==> config.mk <==
export PLATFORM = sky130hd
export DESIGN_NAME = time_chain_ctrl
export DESIGN_NICKNAME = d
export VERILOG_FILES = /design/src/rtl/time_chain_ctrl.sv
export SDC_FILE = /design/constraint.sdc
export NUM_CORES = 1
export LEC_CHECK = 0
export CAP_MARGIN = 20
export CORE_UTILIZATION = 34
export CTS_BUF_LIST = sky130_fd_sc_hd__clkbuf_8
export DETAILED_ROUTE_END_ITERATION = 10
export PLACE_DENSITY = 0.78
export SKIP_LAST_GASP = 1
export SYNTH_ARGS = -nofsm -noshare
export SYNTH_HDL_FRONTEND = slang
export SYNTH_SLANG_ARGS = --single-unit
==> constraint.sdc <==
create_clock -name Clk -period 1.55 [get_ports Clk]
set_input_delay 0.2325 -clock Clk [delete_from_list [all_inputs] [get_ports Clk]]
set_output_delay 0.2325 -clock Clk [all_outputs]
set_load 0.005 [all_outputs]
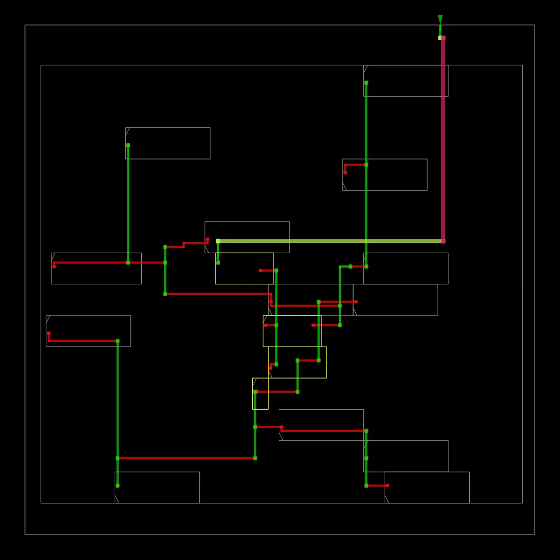
final_clocks.png
latest clock arrival within the worst-skew pair: 0.24 ns
number of clock sinks seen by CTS: 13
power dissipated in the clock network: 292 µW
sequential cell count of the final layout: 13
Clock Buffer Count: 3

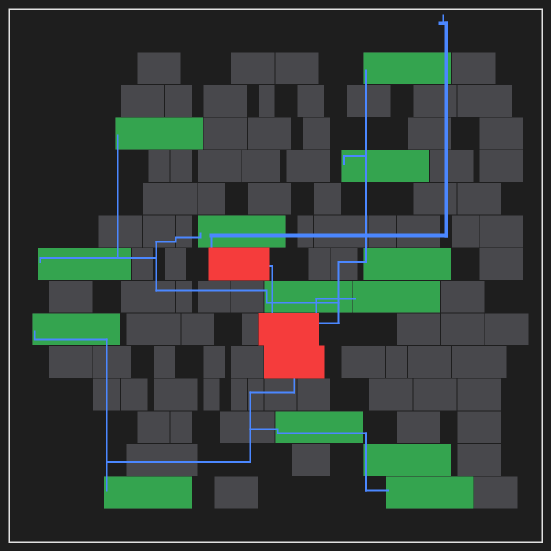
clock_map.png
Drawn at 12 px/µm.
[red] cells driving clock nets | count: 3
[green] flip-flops | count: 13
[blue] clock wires | length: 195 µm
routed clock nets: 4
clock network fraction of design power: 36.1%
clock tree skew after final layout: 0.00174 ns

==> run summary <==
Implementation numbers.

- The flow ran to the end, and the final reports show no timing, DRC or antenna violations.
- The final timing report lists a hold violation count of 0.
- Looking at the clock tree report, the H-tree level count equals 1.
- The non-clock buffering overhead in the final layout is 36.6%.
- The overall fraction of global-route tracks in use is 16.3%.
- The worst-path cell with the longest stage delay is dfxtp_1.
- The worst-case reg-to-reg path depth is 5.
- The number of antenna-violating nets in the routed design is 0.
- The number of stages on the worst setup path is 5.
- The maximum number of pins on one net before global-route repair is 10.
- The register cell area after layout is about 260 µm².
- The number of port buffers is 35.
- For this run, combinational gates with multiple inputs come to 42.
- The biggest power consumer among the groups is sequential cells.
- The count of TritonRoute iterations in the first routing pass is 5.
- The area of the placeable core is 0.00159 mm².
- The data required time reported for the critical path is roughly 1.7 ns.
- The endpoint arrival time on the critical path is around 1.6 ns.
- The maximum buffer depth of the clock tree is 2.
- The number of instances resized during post-cts repair is 0.
- The fraction of area in multi-input gates is 30.7%.
- The flip-flop count of the largest register, all copies and words added is 2.
- The cell family contributing the most delay on the critical path is AND-OR/OR-AND gates.
- Of the total synthesized cell area, the portion taken by AND-OR and OR-AND cells is 9.67%.
- For reference, the clock transition at the flip-flops on the worst setup and hold paths is 0.06 ns.
- The net count entering floorplan is around 88.
- The combinational power is about 160 µW.
- Looking at area per cell type in the netlist, the leader is dfxtp_1.
- The fraction of cell area in sequential cells is reported as between 20 and 25%.
- By count the netlist is led by dfxtp_1 (13), nor2b_1 (5), ha_1 (4), nand3_1 (4).
- The synthesis run shows multiplexers occupying 0% of the cell area.
- The final route contains slightly above 600 vias.
- The transition time recorded at the tightest slew-check pin is ~0.28 ns.
- The cell leakage power is 0.000420 µW.
- After synthesis, the largest area contributor takes up 42.8% of total cell area.
- The synthesis-stage register bit count is 13.
- After synthesis, the cell types taking the most area are dfxtp_1 (43%), ha_1 (8.2%), nor2b_1 (5.1%), and4b_1 (4.9%), and4bb_2 (4.1%).
- The floorplan report gives the top-level pin count as 36.
- During synthesis, Yosys emitted a total of 0 warnings.
- The setup path with the least slack is of type reg -> reg.
- The routability congestion estimate is 0.841.
- The reported max-cap violation count is 0.
- The number of buffers inserted by post-CTS setup repair is 0.
- The number of antenna violations at the first check in global routing is 0.
- Checking hold timing, the worst path is listed with class reg -> reg.
- The number of max-slew violations in the final report is 0.
- The number of global-route vias before repair is 577.
- The number of rows in the core area is 14.
- The worst setup slack for register-to-register paths is 0.08 ns.
- Setup repair after global routing left no endpoint under its margin.
- A synthesized cell averages just over 10 µm².
- The share of layout cells above drive strength 1 is 14.7%.
- The largest incremental delay on the critical path is 0.38 ns.
- In the synthesized netlist, the number of instances is 59.
- The number of DRC markers after the initial detailed-route iteration is 13.
- The cell at the root of the clock tree is clkbuf_8.
- After synthesis, the largest family of logic cells by area is simple AND/OR/NAND/NOR gates.
- The power dissipated in sequential cells is 355 µW.
- The area of combinational cells with multiple inputs is roughly 330 µm².
- In the layout the commonest cells are clkdlybuf4s50_1 (35), dfxtp_1 (12), nor2b_1 (5), buf_4 (5).
- The repair_antennas step left the layout with diodes totalling 0.
- The count of non-CTS inverters in the layout is 3.
- The post-cts hold-fix buffer tally is 0.
- The proportion of power drawn by flip-flops and latches is 43.8%.
- Yosys stat counts 59 cells in the synthesized netlist.
- Across the placement rows, the number of tap cells is 24.
- The largest contributor to cell area by class is non-clock buffers.
- In the Yosys stats the netlist draws on 27 distinct library cells.
- The final cycle utilization of the critical path is 94.9%.
- The worst hold slack is 0.491 ns.
- The area fraction in and, or, nand and nor cells after synthesis is a little over a third.
- IR analysis of the VDD net gives a maximum drop of 0.701 mV.
- The number of clock buffers added by TritonCTS is 3.
- The type of origin of the critical path is a register.
- The chip width is 44.3 µm.
- The flow measured a signed area growth from synthesis to layout of 74.5%.
- Net switching is 22.0% of the power.
- The CTS tree is done.
- For reference, full adder, half adder and majority cells occupy 8.23% of the area reported after synthesis.
- OpenROAD emitted warnings numbering 29.
- Counting flops with an async set or reset pin after synthesis yields a share of 0%.
- Derived from the worst setup path, the maximum achievable clock frequency is 680 MHz.
- Of the total synthesized cell area, the portion taken by XOR and XNOR cells is 0%.
- The count of non-filler cells in the finished layout is 126.
- The total standard cell area after synthesis is 608 µm².
- The analysis attributes to net switching a power of 178 µW.
- The worst setup path is captured at a register.
- The first global-routing pass estimated ~2300 µm of wire.
- The internal power consumption is 632 µW.
- The top cell type in the final layout, fill and taps aside, is clkdlybuf4s50_1.
- The die covers slightly below 0.002 mm².
- Dividing the detail-routed via count by the number of cells gives 4.85.
- The instance count along the most critical hold path is 2.
- The post-synthesis chip area from yosys is 608 µm².
- The largest fanout of any net on the critical path is 4.
- The relative slew slack is 81.4%.
- The sequential share of the synthesized area is 42.8%.
- The starting density of the core is a little under two fifths.
- The number of endpoints failing setup at the final stage is 0.
- The total instance count after detailed placement is 122.
- The critical path contains buffers and inverters numbering 2 combined.
- After layout the clock buffers and inverters come to 4.25% of cell area.
-- per-layer routing --
| metal | GRT usage, % | vias to the layer above | part of all wire (%) |
|---|---|---|---|
| li1 | - | 302 | - |
| met1 | 17.4 | 272 | 41 |
| met2 | 28.5 | 33 | 46 |
| met3 | 7.35 | 4 | 11 |
| met4 | 5.45 | 0 | 1.9 |
| met5 | 0 | - | 0 |
-- through the flow --
| step | utilization [%] | TNS (ns) | worst slack [ns] | area [µm²] |
|---|---|---|---|---|
| after global placement | 63.7 | 0 | 0.0325 | 1010 |
| final | 66.6 | 0 | 0.0794 | 1060 |
| after global routing | 66.6 | 0 | 0.00903 | 1060 |
| after CTS | 66.5 | 0 | 0.0442 | 1060 |
| after floorplan | - | 0 | 0.0378 | 608 |
| after detailed placement | 63.7 | -0.00566 | -0.00566 | 1010 |
Power figures rest on the tool's default switching activity, not on a simulated workload.
